## src/rtl/alu_pkg.sv

```systemverilog
// Shared definitions for the sequential ALU: opcodes, FSM state encoding,
// result-source selects and the result-width helper.
package alu_pkg;

   localparam int ALU_WIDTH = 4;

   typedef enum logic [3:0] {
      OP_ADD  = 4'd0,
      OP_SUB  = 4'd1,
      OP_MUL  = 4'd2,
      OP_DIV  = 4'd3,
      OP_AND  = 4'd4,
      OP_OR   = 4'd5,
      OP_XOR  = 4'd6,
      OP_NOTA = 4'd7,
      OP_NOTB = 4'd8,
      OP_REM  = 4'd9
   } op_e;

   typedef logic [1:0] state_t;
   localparam state_t ST_IDLE = 2'd0;
   localparam state_t ST_MUL  = 2'd1;
   localparam state_t ST_DIV  = 2'd2;
   localparam state_t ST_DONE = 2'd3;

   // Which register drives out_result while DONE
   localparam logic [1:0] SEL_RES = 2'd0;
   localparam logic [1:0] SEL_QUO = 2'd1;
   localparam logic [1:0] SEL_REM = 2'd2;

   function automatic int res_width(input int w);
      return 2 * w;
   endfunction

endpackage

```

## src/rtl/alu_seq_unit_if.sv

```systemverilog
// Request/result handshake bundle for alu_seq_unit; the producer/consumer
// side uses the master modport, the unit uses slave.
interface alu_seq_unit_if
   import alu_pkg::*;
#(
   parameter int WIDTH = ALU_WIDTH
);
   logic                            in_valid;
   logic                            in_ready;
   logic [3:0]                      in_op;
   logic [WIDTH-1:0]                in_a;
   logic [WIDTH-1:0]                in_b;
   logic                            out_valid;
   logic                            out_ready;
   logic [res_width(WIDTH)-1:0]     out_result;
   logic                            out_err;

   modport master (
      output in_valid, in_op, in_a, in_b, out_ready,
      input  in_ready, out_valid, out_result, out_err
   );

   modport slave (
      input  in_valid, in_op, in_a, in_b, out_ready,
      output in_ready, out_valid, out_result, out_err
   );
endinterface

```

## src/rtl/alu_seq_divider.sv

```systemverilog
// Restoring divider, one quotient bit per cycle MSB-first, WIDTH iterations.
// Remainder port exists only when ALU_SEQ_REMAINDER_EN is defined.
module alu_seq_divider #(
   parameter int WIDTH = 4
) (
   input  logic             clk,
   input  logic             rst_n,
   input  logic             start,
   input  logic [WIDTH-1:0] dividend,
   input  logic [WIDTH-1:0] divisor,
   output logic             busy,
   output logic             done,
`ifdef ALU_SEQ_REMAINDER_EN
   output logic [WIDTH-1:0] remainder,
`endif
   output logic [WIDTH-1:0] quotient
);
   localparam int CW = $clog2(WIDTH);
   localparam logic [CW-1:0] LAST = CW'(WIDTH - 1);

   logic [WIDTH-1:0] quo_r;
   logic [WIDTH-1:0] rem_r;
   logic [WIDTH-1:0] dvs_r;
   logic [CW-1:0]    cnt_r;
   logic             busy_r;
   logic [WIDTH:0]   shifted_s;
   logic [WIDTH:0]   diff_s;

   // quo_r starts as the dividend and shifts quotient bits in from the right
   assign shifted_s = {rem_r, quo_r[WIDTH-1]};
   assign diff_s    = shifted_s - {1'b0, dvs_r};

   // Load on start, then one trial subtraction per cycle while busy
   always_ff @(posedge clk) begin
      if (!rst_n) begin
         quo_r  <= '0;
         rem_r  <= '0;
         dvs_r  <= '0;
         cnt_r  <= '0;
         busy_r <= 1'b0;
      end else if (start) begin
         quo_r  <= dividend;
         rem_r  <= '0;
         dvs_r  <= divisor;
         cnt_r  <= '0;
         busy_r <= 1'b1;
      end else if (busy_r) begin
         quo_r  <= {quo_r[WIDTH-2:0], ~diff_s[WIDTH]};
         rem_r  <= diff_s[WIDTH] ? shifted_s[WIDTH-1:0] : diff_s[WIDTH-1:0];
         cnt_r  <= cnt_r + CW'(1);
         if (cnt_r == LAST) begin
            busy_r <= 1'b0;
         end
      end
   end

   assign busy     = busy_r;
   assign done     = busy_r && (cnt_r == LAST);
   assign quotient = quo_r;
`ifdef ALU_SEQ_REMAINDER_EN
   assign remainder = rem_r;
`endif

endmodule

```

## src/rtl/alu_seq_unit.sv

```systemverilog
// Handshaked multi-cycle ALU: single-cycle ADD/SUB/logic, iterative MUL/DIV.
// Define ALU_SEQ_REMAINDER_EN to enable opcode 9 (REM).
module alu_seq_unit
   import alu_pkg::*;
#(
   parameter int WIDTH = ALU_WIDTH
) (
   input  logic           clk,
   input  logic           rst_n,
   alu_seq_unit_if.slave  bus
);
   localparam int RW = res_width(WIDTH);
   localparam int CW = $clog2(WIDTH);
   localparam logic [CW-1:0] LAST = CW'(WIDTH - 1);

   state_t           state_r;
   logic [RW-1:0]    res_r;
   logic             err_r;
   logic [1:0]       sel_r;
   logic [CW-1:0]    cnt_r;
   logic [RW-1:0]    mcand_r;
   logic [WIDTH-1:0] mplier_r;

   logic [RW-1:0]    a_ext_s;
   logic [RW-1:0]    b_ext_s;
   logic [RW-1:0]    mul_add_s;
   logic [RW-1:0]    dec_res_s;
   logic             dec_err_s;
   state_t           dec_state_s;
   logic [1:0]       dec_sel_s;
   logic             div_start_s;
   logic             div_busy_s;
   logic             div_done_s;
   logic [WIDTH-1:0] quo_s;
   logic [RW-1:0]    out_res_s;
`ifdef ALU_SEQ_REMAINDER_EN
   logic [WIDTH-1:0] rem_s;
`endif

   assign a_ext_s   = {{WIDTH{1'b0}}, bus.in_a};
   assign b_ext_s   = {{WIDTH{1'b0}}, bus.in_b};
   assign mul_add_s = mplier_r[0] ? mcand_r : '0;

   // Decode the offered request into its first state and immediate result
   always_comb begin
      dec_res_s   = '0;
      dec_err_s   = 1'b0;
      dec_state_s = ST_DONE;
      dec_sel_s   = SEL_RES;
      case (bus.in_op)
         OP_ADD:  dec_res_s = a_ext_s + b_ext_s;
         OP_SUB:  dec_res_s = a_ext_s - b_ext_s;
         OP_MUL:  dec_state_s = ST_MUL;
         OP_DIV: begin
            if (bus.in_b == '0) begin
               dec_res_s = '1;
               dec_err_s = 1'b1;
            end else begin
               dec_state_s = ST_DIV;
               dec_sel_s   = SEL_QUO;
            end
         end
`ifdef ALU_SEQ_REMAINDER_EN
         OP_REM: begin
            if (bus.in_b == '0) begin
               dec_res_s = '1;
               dec_err_s = 1'b1;
            end else begin
               dec_state_s = ST_DIV;
               dec_sel_s   = SEL_REM;
            end
         end
`endif
         OP_AND:  dec_res_s = a_ext_s & b_ext_s;
         OP_OR:   dec_res_s = a_ext_s | b_ext_s;
         OP_XOR:  dec_res_s = a_ext_s ^ b_ext_s;
         OP_NOTA: dec_res_s = {{WIDTH{1'b0}}, ~bus.in_a};
         OP_NOTB: dec_res_s = {{WIDTH{1'b0}}, ~bus.in_b};
         default: dec_err_s = 1'b1;
      endcase
   end

   assign div_start_s = (state_r == ST_IDLE) && bus.in_valid && (dec_state_s == ST_DIV);

   alu_seq_divider #(.WIDTH(WIDTH)) u_div (
      .clk       (clk),
      .rst_n     (rst_n),
      .start     (div_start_s),
      .dividend  (bus.in_a),
      .divisor   (bus.in_b),
      .busy      (div_busy_s),
      .done      (div_done_s),
`ifdef ALU_SEQ_REMAINDER_EN
      .remainder (rem_s),
`endif
      .quotient  (quo_s)
   );

   // Control FSM plus inline shift-add multiplier accumulating into res_r
   always_ff @(posedge clk) begin
      if (!rst_n) begin
         state_r  <= ST_IDLE;
         res_r    <= '0;
         err_r    <= 1'b0;
         sel_r    <= SEL_RES;
         cnt_r    <= '0;
         mcand_r  <= '0;
         mplier_r <= '0;
      end else begin
         case (state_r)
            ST_IDLE: begin
               if (bus.in_valid) begin
                  state_r  <= dec_state_s;
                  res_r    <= dec_res_s;
                  err_r    <= dec_err_s;
                  sel_r    <= dec_sel_s;
                  cnt_r    <= '0;
                  mcand_r  <= a_ext_s;
                  mplier_r <= bus.in_b;
               end
            end
            ST_MUL: begin
               res_r    <= res_r + mul_add_s;
               mcand_r  <= mcand_r << 1;
               mplier_r <= mplier_r >> 1;
               cnt_r    <= cnt_r + CW'(1);
               if (cnt_r == LAST) begin
                  state_r <= ST_DONE;
               end
            end
            ST_DIV: begin
               if (div_done_s) begin
                  state_r <= ST_DONE;
               end else if (!div_busy_s) begin
                  state_r <= ST_IDLE;
               end
            end
            ST_DONE: begin
               if (bus.out_ready) begin
                  state_r <= ST_IDLE;
               end
            end
            default: state_r <= ST_IDLE;
         endcase
      end
   end

   // Result source is a registered select over registered values only
   always_comb begin
      out_res_s = res_r;
      case (sel_r)
         SEL_RES: out_res_s = res_r;
         SEL_QUO: out_res_s = {{WIDTH{1'b0}}, quo_s};
`ifdef ALU_SEQ_REMAINDER_EN
         SEL_REM: out_res_s = {{WIDTH{1'b0}}, rem_s};
`endif
         default: out_res_s = res_r;
      endcase
   end

   assign bus.in_ready   = rst_n && (state_r == ST_IDLE);
   assign bus.out_valid  = rst_n && (state_r == ST_DONE);
   assign bus.out_result = out_res_s;
   assign bus.out_err    = err_r;

endmodule

```

## src/flat_wrapper.sv

```systemverilog
// flat-port wrapper written by rule: the top's interface ports become plain ports
module alu_seq_unit_flat import alu_pkg::*;
#(
   parameter int WIDTH = ALU_WIDTH
)
  (clk, rst_n, bus_in_valid, bus_in_op, bus_in_a, bus_in_b, bus_out_ready, bus_in_ready, bus_out_valid, bus_out_result, bus_out_err);
  alu_seq_unit_if #(.WIDTH(WIDTH)) bus_i ();
  input  logic clk;
  input  logic rst_n;
  input wire logic [$bits(bus_i.in_valid)-1:0] bus_in_valid;
  input wire logic [$bits(bus_i.in_op)-1:0] bus_in_op;
  input wire logic [$bits(bus_i.in_a)-1:0] bus_in_a;
  input wire logic [$bits(bus_i.in_b)-1:0] bus_in_b;
  input wire logic [$bits(bus_i.out_ready)-1:0] bus_out_ready;
  output wire logic [$bits(bus_i.in_ready)-1:0] bus_in_ready;
  output wire logic [$bits(bus_i.out_valid)-1:0] bus_out_valid;
  output wire logic [$bits(bus_i.out_result)-1:0] bus_out_result;
  output wire logic [$bits(bus_i.out_err)-1:0] bus_out_err;
  assign bus_i.in_valid = bus_in_valid;
  assign bus_i.in_op = bus_in_op;
  assign bus_i.in_a = bus_in_a;
  assign bus_i.in_b = bus_in_b;
  assign bus_i.out_ready = bus_out_ready;
  assign bus_in_ready = bus_i.in_ready;
  assign bus_out_valid = bus_i.out_valid;
  assign bus_out_result = bus_i.out_result;
  assign bus_out_err = bus_i.out_err;
  alu_seq_unit #(.WIDTH(WIDTH)) u_core (.clk(clk), .rst_n(rst_n), .bus(bus_i));
endmodule
```

## config.mk

```make
export PLATFORM = sky130hd
export DESIGN_NAME = alu_seq_unit_flat
export DESIGN_NICKNAME = d
export VERILOG_FILES = /design/src/rtl/alu_pkg.sv /design/src/rtl/alu_seq_unit_if.sv /design/src/rtl/alu_seq_divider.sv /design/src/rtl/alu_seq_unit.sv /design/src/flat_wrapper.sv
export SDC_FILE = /design/constraint.sdc
export NUM_CORES = 1
export LEC_CHECK = 0
export ABC_AREA = 1
export CAP_MARGIN = 20
export CORE_MARGIN = 2
export CORE_UTILIZATION = 30
export DETAILED_ROUTE_END_ITERATION = 7
export PLACE_DENSITY_LB_ADDON = 0.12
export SETUP_SLACK_MARGIN = 0.5
export SLEW_MARGIN = 30
export SYNTH_ARGS = -nofsm -noshare
export SYNTH_HDL_FRONTEND = slang
export SYNTH_SLANG_ARGS = --single-unit
```

## constraint.sdc

```tcl
create_clock -name clk -period 3.9 [get_ports clk]
set_clock_uncertainty 0.15 [all_clocks]
set_input_delay 0.39 -clock clk [delete_from_list [all_inputs] [get_ports clk]]
set_output_delay 0.39 -clock clk [all_outputs]
set_load 0.02 [all_outputs]
```

==> git commit body <==
Refresh implementation metrics

* Run status: completed
* Number of global-route vias before repair: about 2800
* Most used cell along the critical path: clkdlybuf4s50_1
* TritonCTS clock tree: built
- Diode insertion count for antenna repair: 0
- Number of flops mapped to enable cells by yosys: 0
- Crit-path leading delay family: buffers and inverters
* Worst Path Buf+Inv: 3
- WL/cell: between 10 and 15 µm
- In the final timing run, aggregate negative setup slack is 0 ps.
* Predominant post-synthesis flop cell: dfxtp_1
- Normalized max-slew margin: 62.3%
- The global routing report lists combined usage of all routing layers as between 10% and 20%.
- Switching share of total power: a little over 40%
- Once synthesis finished, the tally of register bits stood at approximately 41.
* Aggregate global routing overflow: 0
- In the final design database the tool counted roughly 530 nets.
- The initialized floorplan defines 36 standard-cell rows.
* Wire length of the first global-routing pass: roughly 14 mm
- Ys cells: about 460
- The cell area that synthesis handed to floorplanning was between 0.003 and 0.004 mm².
* Final critical-path required period: 2530 ps
* Final tally of setup violations: 0
* Iteration count of the initial detailed-routing pass: 4
- Total Power: 0.00131 W
- Per the final layout report, the fraction of cells sized above drive strength 1 comes to between 4 and 5%.
- The transition time recorded at the tightest slew-check pin is about 560 ps.
- The run reported a max-capacitance violation count of 0.
* Async set or reset register ratio after synthesis: 0%
- The analysis attributes to net switching a power of between 0.0005 and 0.0006 W.
- Cells after DPL: around 610
- Die height: approximately 100 µm
* Number of gates resized after CTS: 0
- The path class of the tightest hold or removal check is reg -> reg.
* Post-detail-place hpwl: roughly 6.4 mm
- Logic gate share of total power: about 39%
- Routability-driven placement finished with a final weighted congestion of slightly below 0.9.
* Reg-to-Reg Start: u_core.u_div.quotient[3]$_SDFFE_PN0P_
- Per the STA report, the cell with the highest stage delay on the worst path is clkdlybuf4s50_1.
- The H-tree was split into 2 levels.
- FF-to-FF setup slack: ~1600 ps
- Proportion of synthesized chip area in sequential cells: between 20% and 30%
- Number of library cell types mapped by synthesis: 34
- Startpoint of the tightest hold check path: u_core.mcand_r[7]$_SDFFE_PN0P_
- Hold_ws: ~320 ps
## cells in the mapped netlist, types with 5 or more instances
cell      instances
o21ai_0          28
nor2_1           30
nand3_1          35
ha_1             25
nand4_1           6
inv_1            65
a31oi_1          10
xnor2_1           5
nand2_1         124
dfxtp_1          41
clkbuf_1          7
a21oi_1          43
## power by group through the flow
stage / sequential, W / clock (W) / combinational, W
6_report: 0.000536 / 0.000257 / 0.000515
5_1_grt: 0.000546 / 0.000283 / 0.000582
4_1_cts: 0.000538 / 0.000267 / 0.000520
3_5_place_dp: 0.000546 / 0 / 0.000518
3_3_place_gp: 0.000547 / 0 / 0.000516
2_1_floorplan: 0.000521 / 0 / 0.000373
## tightest hold or removal path: stages, from the launching register on
cell and delay, ps:
dfxtp_1 310, nand2_1 60, a21oi_1 50
## layout make-up
type	instances	area, µm²
fill	1125	6290
sequential	41	821
tap	133	166
multi-input combinational	337	1860
inverter	69	259
clock inverter	1	5.00
clock buffer	5	68.8
timing repair buffer	27	268
## worst max path at each step
stage,endpoint,start
after global placement,u_core.res_r[6]$_SDFFE_PN0P_,bus_in_a[0]
after CTS,bus_out_valid,rst_n
final,bus_out_valid,rst_n
after detailed placement,u_core.res_r[5]$_SDFFE_PN0P_,bus_in_a[0]
after floorplan,u_core.u_div.rem_r[3]$_SDFFE_PP0P_,u_core.u_div.quotient[3]$_SDFFE_PN0P_
after global routing,bus_out_valid,rst_n
## flip-flops by register name (all words and copies together) (netlist names)
name / cells
u_core.res_r: 8
u_core.sel_r: 1
u_core.u_div.busy: 1
u_core.u_div.quotient: 4
u_core.bus.out_err: 1
u_core.u_div.cnt_r: 2
u_core.u_div.rem_r: 4
u_core.mcand_r: 8
u_core.state_r: 2
u_core.u_div.dvs_r: 4
u_core.cnt_r: 2
u_core.mplier_r: 4
## cells by family (layout without fill, tap and decap cells)
kind of cell               after synthesis  in the layout  synth area share (%)
buffers and inverters                   82            102                  10.8
xor gates and xnor gates                 8              8                  2.34
AOI/OAI and AO/OA                       88             88                  15.6
and+or+nand+nor                        211            211                  30.4
adders and majority gates               29             29                  13.1
DFF                                     41             41                  27.4
muxes                                    1              1                 0.375
## per-stage QoR
stage | setup slack (ps) | cell area [µm²] | util [%]
global route | 1230 | 3440 | 35.4
CTS | 1320 | 3440 | 35.4
floorplan | 1950 | 3000 | -
global placement | 1230 | 3370 | 34.6
finish | 1370 | 3440 | 35.4
detailed placement | 1220 | 3370 | 34.6
## layer usage
| layer | vias up | part of all wire (%) | track usage, % |
|---|---|---|---|
| met3 | 7 | 5.1 | 2.57 |
| met4 | 0 | 1.3 | 4.54 |
| met5 | - | 0 | 0 |
| met1 | 1317 | 49 | 22.1 |
| met2 | 67 | 44 | 25.4 |
| li1 | 1524 | - | - |
The metal 3 layer:
Scale: 4 px per µm.
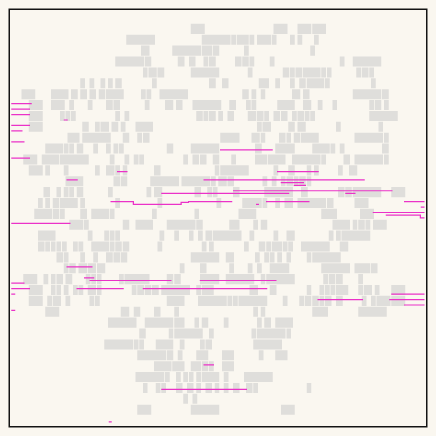
wire length on this layer: 418 µm
share of all routed wire: 5.1%
longest straight run: 40.0 µm
nets with wire on the layer: 38
main direction: horizontal
routed wire length: 8.21 mm
GR Util met3: 2.57%

Placement density heat map:
Scale: 4 px per µm. 10 x 10 tiles, from white (low) to dark blue (high), 0 to 100% covered.
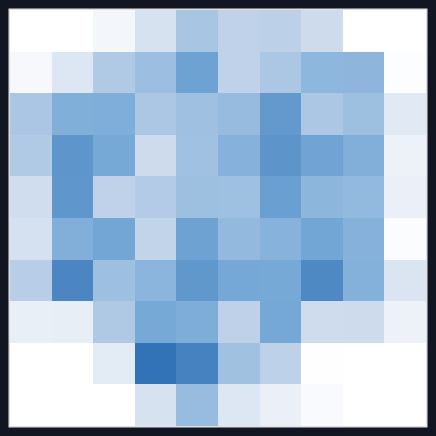
fullest tile: 73%
nearly empty tiles: 16%
emptiest ninth of the die: lower right
mean over tiles: 30%
final core utilization: 35.4%
Core Util at FP: 30.8%
Std-Cell Core Area: 0.00973 mm²

Clock wiring as the flow saved it:
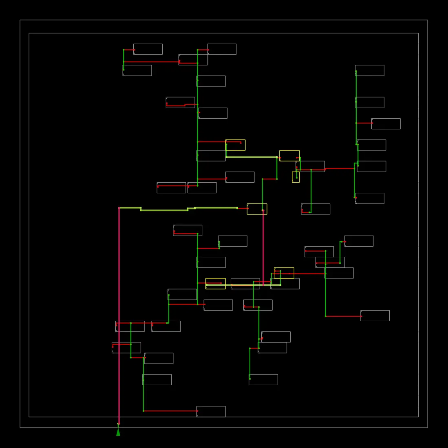
clock buffer instance count of the final layout: 5
worst skew pair latency: 290 ps
flip-flops: 41
power in the clock group: 0.000257 W
clock sink total: 41

Clock distribution:
Scale: 4 px per µm.
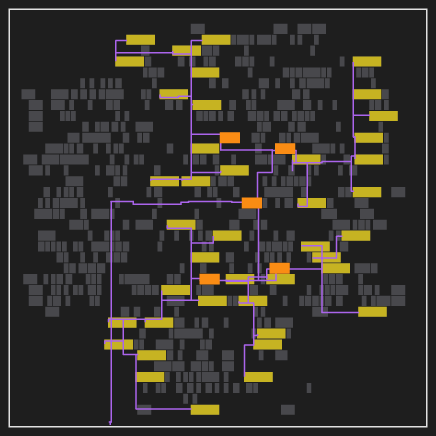
[clock wires] purple | length: 565 µm
[cells driving clock nets] orange | count: 5
[flip-flops] yellow | count: 41
routed clock nets: 6
part of the total power dissipated in the clock network: 19.6%

The metal 1 layer:
Scale: 3 px per µm. Supply wires on this layer in grey.
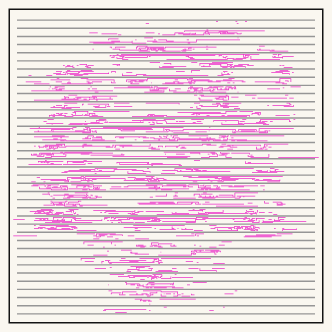
wire length on this layer: 4050 µm
nets with wire on the layer: 484
longest straight run: 46.0 µm
main direction: horizontal
share of all routed wire: 49%
total via count after detailed routing: 2915
met1 track utilization from global routing: 22.1%

Power and IR drop assume default switching activity.
